### Sequential cells grouped by signal name, run 1

Bar = 10 um. Other sequential cells in the stronger grey, the rest of the logic in the fainter grey.
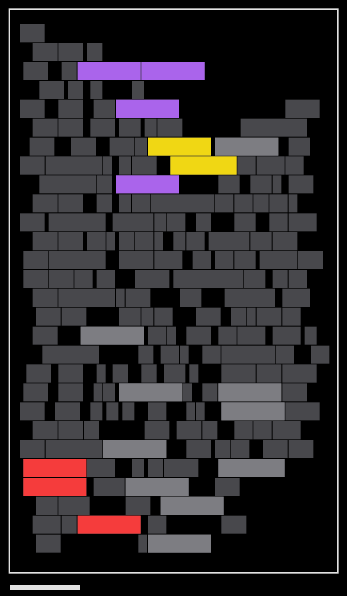
### Metal layers overlaid, run 1

Bar = 10 um.
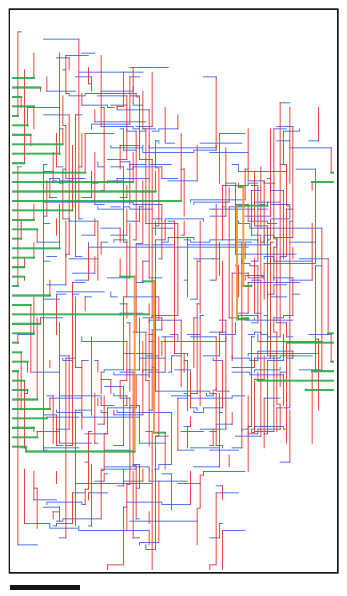
### Gate-type map, run 1

Bar = 10 um.
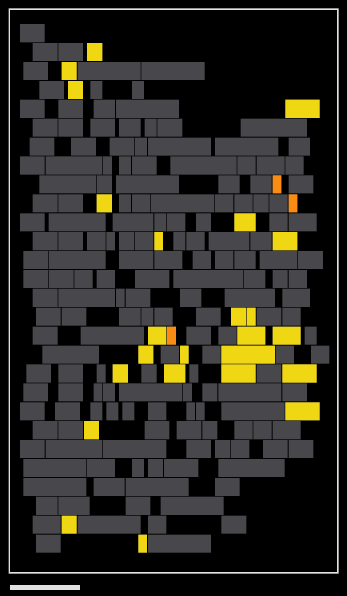
--- config.mk ---
export PLATFORM = sky130hd
export DESIGN_NAME = regfile_write_sched
export DESIGN_NICKNAME = d
export VERILOG_FILES = /design/src/rtl/rf_sched_pkg.sv /design/src/rtl/rr_arb4.sv /design/src/rtl/regfile_write_sched.sv
export SDC_FILE = /design/constraint.sdc
export NUM_CORES = 1
export LEC_CHECK = 0
export CORE_ASPECT_RATIO = 1.75
export CORE_UTILIZATION = 35
export DETAILED_ROUTE_END_ITERATION = 10
export PLACE_DENSITY = 0.7
export SLEW_MARGIN = 20
export SYNTH_ARGS = -nofsm -noshare
export SYNTH_HDL_FRONTEND = slang
export SYNTH_HIERARCHICAL = 1
export SYNTH_SLANG_ARGS = --single-unit
--- constraint.sdc ---
create_clock -name CLK -period 2.3 [get_ports CLK]
set_input_delay 0.46 -clock CLK [delete_from_list [all_inputs] [get_ports CLK]]
set_output_delay 0.46 -clock CLK [all_outputs]
set_load 0.02 [all_outputs]
--- src/rtl/rf_sched_pkg.sv ---
// Shared constants and FSM state type for the register-file write scheduler.
package rf_sched_pkg;
  localparam int NREQ  = 4;
  localparam int AW    = 3;
  localparam int DW    = 4;
  localparam int CNT_W = AW;

  typedef enum logic {
    ARB  = 1'b0,
    INIT = 1'b1
  } state_e;
endpackage

--- src/rtl/rr_arb4.sv ---
// Combinational 4-way round-robin picker; search starts at ptr and wraps.
module rr_arb4 (
  input  logic [3:0] qreq,
  input  logic [1:0] ptr,
  output logic [3:0] gnt,
  output logic [1:0] idx,
  output logic       vld
);
  logic [7:0] dbl;
  logic [3:0] rot;
  logic [1:0] off;

  always_comb begin
    // rotate so that bit 0 is the requester at ptr
    dbl = {qreq, qreq} >> ptr;
    rot = dbl[3:0];
    off = 2'd0;
    vld = 1'b1;
    if      (rot[0]) off = 2'd0;
    else if (rot[1]) off = 2'd1;
    else if (rot[2]) off = 2'd2;
    else if (rot[3]) off = 2'd3;
    else             vld = 1'b0;
    idx = ptr + off;
    gnt = vld ? (4'b0001 << idx) : 4'b0000;
  end
endmodule

--- src/rtl/regfile_write_sched.sv ---
// Shares the register file write port between four round-robin requesters and a
// hardware init sequence that fills all registers with INIT_DATA.
import rf_sched_pkg::*;

module regfile_write_sched #(
  parameter int NREQ = rf_sched_pkg::NREQ,
  parameter int AW   = rf_sched_pkg::AW,
  parameter int DW   = rf_sched_pkg::DW
) (
  input  logic                 CLK,
  input  logic                 CLRN,
  input  logic [NREQ-1:0]      REQ,
  input  logic [NREQ*AW-1:0]   REQ_ADDR,
  input  logic [NREQ*DW-1:0]   REQ_DATA,
  input  logic                 INIT_REQ,
  input  logic [DW-1:0]        INIT_DATA,
  output logic [NREQ-1:0]      GNT,
  output logic                 WA2,
  output logic                 WA1,
  output logic                 WA0,
  output logic [DW-1:0]        LD_DATA,
  output logic                 WR,
  output logic                 BUSY
);
  state_e          state_q, state_d;
  logic [1:0]      ptr_q, ptr_d;
  logic [AW-1:0]   cnt_q, cnt_d;
  logic [NREQ-1:0] gnt_q, gnt_d;
  logic            wr_q, wr_d;
  logic [AW-1:0]   wa_q, wa_d;
  logic [DW-1:0]   ld_q, ld_d;
  logic            busy_q, busy_d;

  logic [NREQ-1:0] qreq;
  logic [3:0]      arb_gnt;
  logic [1:0]      arb_idx;
  logic            arb_vld;
  logic [AW-1:0]   win_addr;
  logic [DW-1:0]   win_data;

  // last cycle's grantee sits out one cycle so it can update addr/data
  assign qreq = REQ & ~gnt_q;

  rr_arb4 u_arb (
    .qreq (qreq),
    .ptr  (ptr_q),
    .gnt  (arb_gnt),
    .idx  (arb_idx),
    .vld  (arb_vld)
  );

  assign win_addr = REQ_ADDR[arb_idx*AW +: AW];
  assign win_data = REQ_DATA[arb_idx*DW +: DW];

  always_comb begin
    state_d = state_q;
    ptr_d   = ptr_q;
    cnt_d   = cnt_q;
    gnt_d   = '0;
    wr_d    = 1'b0;
    wa_d    = wa_q;
    ld_d    = ld_q;
    busy_d  = 1'b0;
    case (state_q)
      ARB: begin
        if (INIT_REQ) begin
          state_d = INIT;
        end else if (arb_vld) begin
          gnt_d = arb_gnt;
          wr_d  = 1'b1;
          wa_d  = win_addr;
          ld_d  = win_data;
          ptr_d = arb_idx + 2'd1;
        end
      end
      INIT: begin
        wr_d   = 1'b1;
        wa_d   = cnt_q;
        ld_d   = INIT_DATA;
        busy_d = 1'b1;
        cnt_d  = cnt_q + 1'b1;
        if (cnt_q == {AW{1'b1}}) state_d = ARB;
      end
      default: state_d = ARB;
    endcase
  end

  always_ff @(posedge CLK or negedge CLRN) begin
    if (!CLRN) begin
      state_q <= ARB;
      ptr_q   <= '0;
      cnt_q   <= '0;
      gnt_q   <= '0;
      wr_q    <= 1'b0;
      wa_q    <= '0;
      ld_q    <= '0;
      busy_q  <= 1'b0;
    end else begin
      state_q <= state_d;
      ptr_q   <= ptr_d;
      cnt_q   <= cnt_d;
      gnt_q   <= gnt_d;
      wr_q    <= wr_d;
      wa_q    <= wa_d;
      ld_q    <= ld_d;
      busy_q  <= busy_d;
    end
  end

  assign GNT             = gnt_q;
  assign {WA2, WA1, WA0} = wa_q;
  assign LD_DATA         = ld_q;
  assign WR              = wr_q;
  assign BUSY            = busy_q;
endmodule

==> impl_results.rst, run 1 <==
Synthesis and place-and-route
=============================

.. list-table::
   :header-rows: 1

   * - Metric
     - Value
   * - Top cell by count, worst path
     - sky130_fd_sc_hd__buf_4
   * - Detailed router's first-iteration violation count
     - 16
   * - Length of routed wiring on met1
     - 1120 um
   * - Top logic cell family in the synthesized netlist
     - multiplexers
   * - RSZ-0062 raised after global routing
     - true
   * - Final setup margin
     - -0.0441 ns
   * - Worst setup skew after layout
     - 0.00540 ns
   * - Cells along the critical path
     - nor2b_4 -> buf_6 -> buf_4 -> buf_4 -> mux2i_1 -> o22a_1 -> o22ai_4 -> xnor2_2 -> buf_4 -> mux4_2 -> nand2_2 -> a21oi_2
   * - End of the worst register-to-register path
     - LD_DATA[1]
   * - Fa+ha+maj area frac
     - 3.02%
   * - Post-CTS clock slew at the launch and capture registers of the worst setup and hold paths
     - 0.08 ns
   * - Via density per instance
     - 5.06
   * - Top FF cell, synth
     - sky130_fd_sc_hd__dfrtp_1
   * - Outcome
     - finished, violations left
   * - Synthesized flop and latch total
     - 19
   * - Routed wire length on met2
     - 2130 um
   * - Cell internal power dissipation
     - 1.84 mW
   * - Initial Utilization
     - 36.6%
   * - Number of global-route vias before repair
     - 1351
   * - Simple-gate area share of the yosys netlist
     - 18.2%
   * - Clock buf count
     - 3
   * - Combinational gates
     - 92
   * - Biggest fanout along the worst timing path
     - 5
   * - Failing checks
     - negative setup slack
   * - Yosys cell types
     - 30
   * - Count of input and output buffers
     - 51
   * - Final-layout fill cell count
     - 281
   * - Yosys Chip Area
     - 0.00124 mm2
   * - Highest routing layer actually used
     - met4
   * - Dominant cell area share
     - 38.2%
   * - Avg Synthesized Cell Area
     - 10.3 um2
   * - Sequential fraction of design power
     - 20.7%
   * - Antenna diode count
     - 0
   * - Top library cells by usage in the layout, fill and taps aside
     - sky130_fd_sc_hd__clkdlybuf4s50_1, sky130_fd_sc_hd__buf_4, sky130_fd_sc_hd__dfrtp_1
   * - Reported leakage power
     - 0.912 nW
   * - Startpoint type of the worst setup path
     - flop
   * - Switch share
     - 38.4%
   * - Count of tool warnings
     - 28
   * - Fmax
     - 427 MHz
   * - Xor and xnor fraction of the mapped netlist area
     - 3.52%
   * - Master of the slowest instance on the critical path
     - sky130_fd_sc_hd__dfrtp_1
   * - Floorplan Core Area
     - 0.00340 mm2
   * - Number of setup buffers added after CTS
     - 7
   * - Cell type taking the most area
     - multi-input combinational cells
   * - Crit-path leading delay family
     - buffers and inverters
   * - Overall chip area
     - 0.00381 mm2
   * - Overflow after GRT
     - 0
   * - Number of enable-type register cells in the synthesized netlist
     - 0
   * - Top cells by area
     - sky130_fd_sc_hd__dfrtp_1, sky130_fd_sc_hd__mux4_2, sky130_fd_sc_hd__nor2b_1
   * - Count of inverters other than clock inverters in the layout
     - 3
   * - Clock tree sinks
     - 19
   * - Total I/O pin count
     - 52
   * - Switching power total
     - 1.15 mW
   * - Plain + repair buffers
     - 81
   * - Post-synthesis cell type with the largest combined area
     - sky130_fd_sc_hd__dfrtp_1
   * - Hold path start
     - cnt_q[0]
   * - Detailed-routed wire length on met3
     - 255 um
   * - Share of the clock period used by the worst path
     - 102%
   * - Number of max-slew violations in the final report
     - 0
   * - Sequential cell area fraction in the yosys report
     - 38.2%
   * - Worst Hold Margin
     - 0.507 ns
   * - Antenna violations before repair
     - 0
   * - Layout-stage area growth over the synthesis result
     - 78.4%
   * - Count of cells along the worst register-to-register path
     - 12
   * - Post-placement cell area
     - 0.00192 mm2
   * - Hold buffers post-CTS
     - 0
   * - Start point of the critical path
     - GNT[1]
   * - Met3 demand-to-capacity share in global routing
     - 5.78%
   * - Compound Share, Synth
     - 14.0%
   * - Clock tree from TritonCTS
     - yes
   * - Worst Setup EP
     - LD_DATA[1]
   * - Setup violations, final
     - 7
   * - Residual DRC
     - 0
   * - Hold path cells
     - 1
   * - Combinational power
     - 2.14 mW
   * - Count of sequential standard cells
     - 19
Back to the opening pictures, 'Sequential cells grouped by signal name':
Key: ptr_q = yellow [placed flops 2]; cnt_q = red [placed flops 3]; LD_DATA = purple [placed flops 4, where top middle]
Sequential cell area: 478 um2
power of the sequential group: 0.619 mW
sequential cell area share: 21.5%
utilization after layout: 65.3%

Back to the opening pictures, 'Metal layers overlaid':
Key: metal 3 = green [wire length 256 um]; metal 2 = red [wire length 2130 um]; metal 1 = blue [wire length 1120 um]; metal 4 = orange [wire length 77.5 um]
routed wire length: 3580 um
via count of the routed design: 1234
post-DR wirelength/cell: 14.7 um
Total Routing Usage GR: 21.1%

Back to the opening pictures, 'Gate-type map':
Key: inverters = orange [cells 3]; NOR gates = yellow [cells 24]
most common cell after layout, fill and taps aside: sky130_fd_sc_hd__clkdlybuf4s50_1
fraction of area in multi-input gates: 39.5%
number of standard cells in the final layout excluding fillers: 244

==> run 1 -> run 2 <==
- REMOVE_ABC_BUFFERS: unset -> 1
### Sequential cells grouped by signal name, run 2

Bar = 10 um. Other sequential cells in the stronger grey, the rest of the logic in the fainter grey.
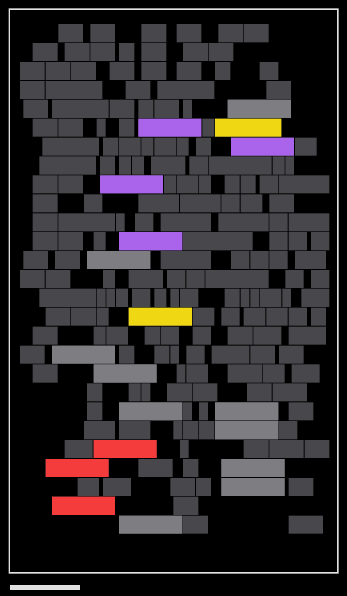
Key: ptr_q = yellow [placed flops 2]; LD_DATA = purple [placed flops 4, where top middle]; cnt_q = red [placed flops 3]
Another 10 sequential cells are not coloured.

### Cell classes on the final placement, run 2

Bar = 10 um. Fill, decap, tap and diode cells in grey.
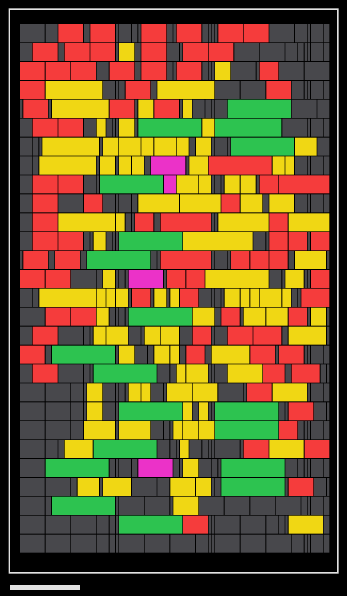
Key: other buffers and delay cells = red [cells 80, share of their area 36%]; clock drivers and dummy loads = magenta [cells 4, share of their area 2.1%]; flops = green [cells 19, share of their area 22%]; combinational and other logic = yellow [cells 95, share of their area 40%]
placement row count: 28
Floorplan Core Area: 0.00340 mm2
cell area after layout: 0.00223 mm2

==> run 2 against run 1 <==
The flow still finishes with violations (negative setup slack). Register-to-register slack barely moved. Synthesized cell count did not move. Wire length fell by 0.14%. Largest cell class unchanged. Non-clock buffer count is 1 lower. Clock-buffer cell count is the same. Sequential cell count unchanged. Fmax is 0.73% lower.
==> impl_results.rst, run 2 <==
Synthesis and place-and-route
=============================

.. list-table::
   :header-rows: 1

   * - Metric
     - Value
   * - RSZ-0062 raised after global routing
     - true
   * - Cell type taking the most area
     - multi-input combinational cells
   * - Hold path cells
     - 1 (unchanged)
   * - Share of the clock period used by the worst path
     - 103% (+0.75 points)
   * - Combinational gates
     - 92 (unchanged)
   * - Met3 demand-to-capacity share in global routing
     - 2.89% (-2.9 points)
   * - Detailed router's first-iteration violation count
     - 17 (+1)
   * - Compound Share, Synth
     - 14.0% (unchanged)
   * - Avg Synthesized Cell Area
     - 10.3 um2 (unchanged)
   * - Worst Hold Margin
     - 0.508 ns (+0.000533 ns)
   * - Xor and xnor fraction of the mapped netlist area
     - 3.52% (unchanged)
   * - Detailed-routed wire length on met3
     - 146 um (-43%)
   * - Setup violations, final
     - 7 (unchanged)
   * - Sequential cell area share
     - 21.3% (-0.20 points)
   * - Fmax
     - 423 MHz (-0.73%)
   * - Fa+ha+maj area frac
     - 3.02% (unchanged)
   * - Overall chip area
     - 0.00381 mm2 (unchanged)
   * - Initial Utilization
     - 36.6% (unchanged)
   * - Reported leakage power
     - 0.931 nW (+2.0%)
   * - Residual DRC
     - 0 (unchanged)
   * - Most common cell after layout, fill and taps aside
     - sky130_fd_sc_hd__clkdlybuf4s50_1
   * - Plain + repair buffers
     - 80 (-1.2%)
   * - Fraction of area in multi-input gates
     - 38.0% (-1.4 points)
   * - Post-synthesis cell type with the largest combined area
     - sky130_fd_sc_hd__dfrtp_1
   * - Utilization after layout
     - 65.7% (+0.44 points)
   * - Antenna diode count
     - 0 (unchanged)
   * - Top library cells by usage in the layout, fill and taps aside
     - sky130_fd_sc_hd__clkdlybuf4s50_1, sky130_fd_sc_hd__buf_4, sky130_fd_sc_hd__dfrtp_1
   * - Number of standard cells in the final layout excluding fillers
     - 243 (-0.41%)
   * - Total Routing Usage GR
     - 20.9% (-0.19 points)
   * - Switch share
     - 37.7% (-0.67 points)
   * - Combinational power
     - 2.28 mW (+7%)
   * - Clock tree from TritonCTS
     - yes
   * - Sequential cell area
     - 477 um2 (-0.26%)
   * - Count of tool warnings
     - 27 (-3.6%)
   * - Failing checks
     - negative setup slack
   * - Biggest fanout along the worst timing path
     - 8 (+3)
   * - Power of the sequential group
     - 0.612 mW (-1%)
   * - Clock buf count
     - 3 (unchanged)
   * - Number of setup buffers added after CTS
     - 7 (unchanged)
   * - Sequential cell area fraction in the yosys report
     - 38.2% (unchanged)
   * - Dominant cell area share
     - 38.2% (unchanged)
   * - Master of the slowest instance on the critical path
     - sky130_fd_sc_hd__mux4_2
   * - End of the worst register-to-register path
     - LD_DATA[0]
   * - Outcome
     - finished, violations left
   * - Count of cells along the worst register-to-register path
     - 12 (unchanged)
   * - Length of routed wiring on met1
     - 1190 um (+6.3%)
   * - Hold path start
     - cnt_q[0]
   * - Startpoint type of the worst setup path
     - input port
   * - Switching power total
     - 1.18 mW (+2.6%)
   * - Layout-stage area growth over the synthesis result
     - 79.6%
   * - Simple-gate area share of the yosys netlist
     - 18.2% (unchanged)
   * - Via density per instance
     - 5.09 (+0.74%)
   * - Count of input and output buffers
     - 51 (unchanged)
   * - Overflow after GRT
     - 0 (unchanged)
   * - Number of max-slew violations in the final report
     - 0 (unchanged)
   * - Final setup margin
     - -0.0614 ns (-0.0173 ns)
   * - Top cells by area
     - sky130_fd_sc_hd__dfrtp_1, sky130_fd_sc_hd__mux4_2, sky130_fd_sc_hd__nor2b_1
   * - Synthesized flop and latch total
     - 19 (unchanged)
   * - Post-placement cell area
     - 0.00194 mm2 (+1.0%)
### Metal layers overlaid, run 2

Bar = 10 um.
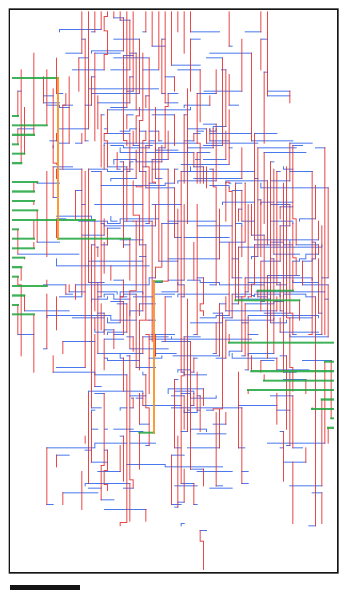
Key: metal 2 = red [wire length 2190 um]; metal 4 = orange [wire length 44.9 um]; metal 3 = green [wire length 147 um]; metal 1 = blue [wire length 1190 um]
post-DR wirelength/cell: 14.7 um
via count of the routed design: 1238
routed wire length: 3580 um

==> run 2 -> run 3 <==
- PLACE_DENSITY: 0.7 -> unset
- SYNTH_HIERARCHICAL: 1 -> unset
### Metal layers overlaid, run 3

Bar = 20 um.
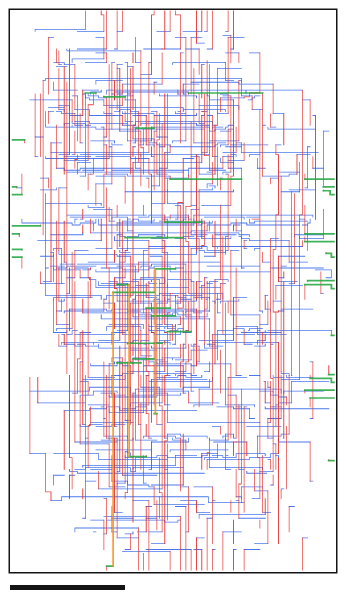
Key: metal 1 = blue [wire length 2750 um]; metal 4 = orange [wire length 103 um]; metal 3 = green [wire length 155 um]; metal 2 = red [wire length 3400 um]

### Placement view, run 3

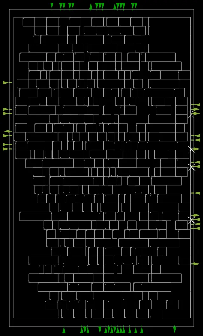
utilization after layout: 62.2%
sequential cell area share: 15.3%
tapcell count: 54

==> run 3 against run 2 <==
Sequential share of layout area shrank 6.1 points. Non-clock buffer count up 31. The flow finishes with violations (design-rule violations, negative setup slack). Power grew 35%. Critical path type is now reg2reg. Largest cell class unchanged.
==> impl_results.rst, run 3 <==
Synthesis and place-and-route
=============================

.. list-table::
   :header-rows: 1

   * - Metric
     - Value
   * - Via count of the routed design
     - 2124 (+72%)
   * - Initial Utilization
     - 36.5% (-0.082 points)
   * - Dominant cell area share
     - 25.9% (-12 points)
   * - Clock tree from TritonCTS
     - yes
   * - Simple-gate area share of the yosys netlist
     - 21.2% (+3.0 points)
   * - Placement row count
     - 34 (+21%)
   * - Top library cells by usage in the layout, fill and taps aside
     - sky130_fd_sc_hd__buf_4, sky130_fd_sc_hd__clkdlybuf4s50_1, sky130_fd_sc_hd__dfrtp_1
   * - Outcome
     - finished, violations left
   * - Biggest fanout along the worst timing path
     - 6 (-2)
   * - Fmax
     - 397 MHz (-6.3%)
   * - Detailed router's first-iteration violation count
     - 76 (+59)
   * - Share of the clock period used by the worst path
     - 110% (+6.9 points)
   * - RSZ-0062 raised after global routing
     - true
   * - Number of setup buffers added after CTS
     - 11 (+4)
   * - Residual DRC
     - 8 (+8)
   * - Post-DR wirelength/cell
     - 17.4 um (+19%)
   * - Setup violations, final
     - 5 (-2)
   * - Met3 demand-to-capacity share in global routing
     - 0.795% (-2.1 points)
   * - Synthesized flop and latch total
     - 19 (unchanged)
   * - Detailed-routed wire length on met3
     - 155 um (+6.2%)
   * - Most common cell after layout, fill and taps aside
     - sky130_fd_sc_hd__buf_4
   * - Length of routed wiring on met1
     - 2750 um (+130%)
   * - Routed wire length
     - 6400 um (+79%)
   * - Combinational power
     - 3.36 mW (+47%)
   * - Cell area after layout
     - 0.00312 mm2 (+40%)
   * - Overflow after GRT
     - 0 (unchanged)
   * - Final setup margin
     - -0.221 ns (-0.160 ns)
   * - Switching power total
     - 1.86 mW (+58%)
   * - Number of max-slew violations in the final report
     - 0 (unchanged)
   * - Failing checks
     - design-rule violations, negative setup slack
   * - Plain + repair buffers
     - 111 (+39%)
   * - Reported leakage power
     - 1.25 nW (+34%)
   * - Combinational gates
     - 175 (+90%)
   * - Master of the slowest instance on the critical path
     - sky130_fd_sc_hd__dfrtp_1
   * - Compound Share, Synth
     - 30.0% (+16 points)
   * - Worst Hold Margin
     - 0.508 ns (+0.0000940 ns)
   * - Post-placement cell area
     - 0.00267 mm2 (+38%)
   * - End of the worst register-to-register path
     - LD_DATA[0]
   * - Count of input and output buffers
     - 51 (unchanged)
   * - Hold path start
     - wa_q[2]
   * - Antenna diode count
     - 0 (unchanged)
   * - Sequential cell area
     - 477 um2 (unchanged)
   * - Count of cells along the worst register-to-register path
     - 12 (unchanged)
   * - Top cells by area
     - sky130_fd_sc_hd__dfrtp_1, sky130_fd_sc_hd__mux2i_1, sky130_fd_sc_hd__mux2_2
### Gate-type map, run 3

Bar = 20 um.
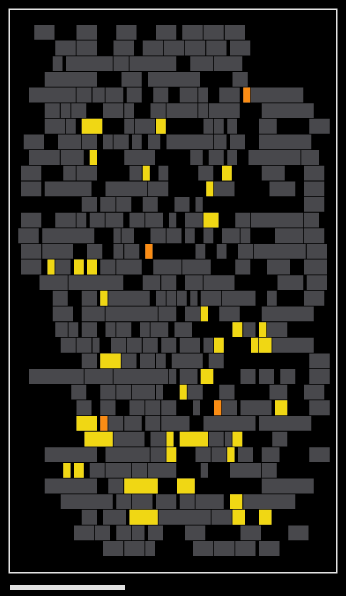
Key: inverters = orange [cells 4]; NOR gates = yellow [cells 36]
number of standard cells in the final layout excluding fillers: 367
fraction of area in multi-input gates: 48.4%

Power is estimated from default activity; no workload was simulated.
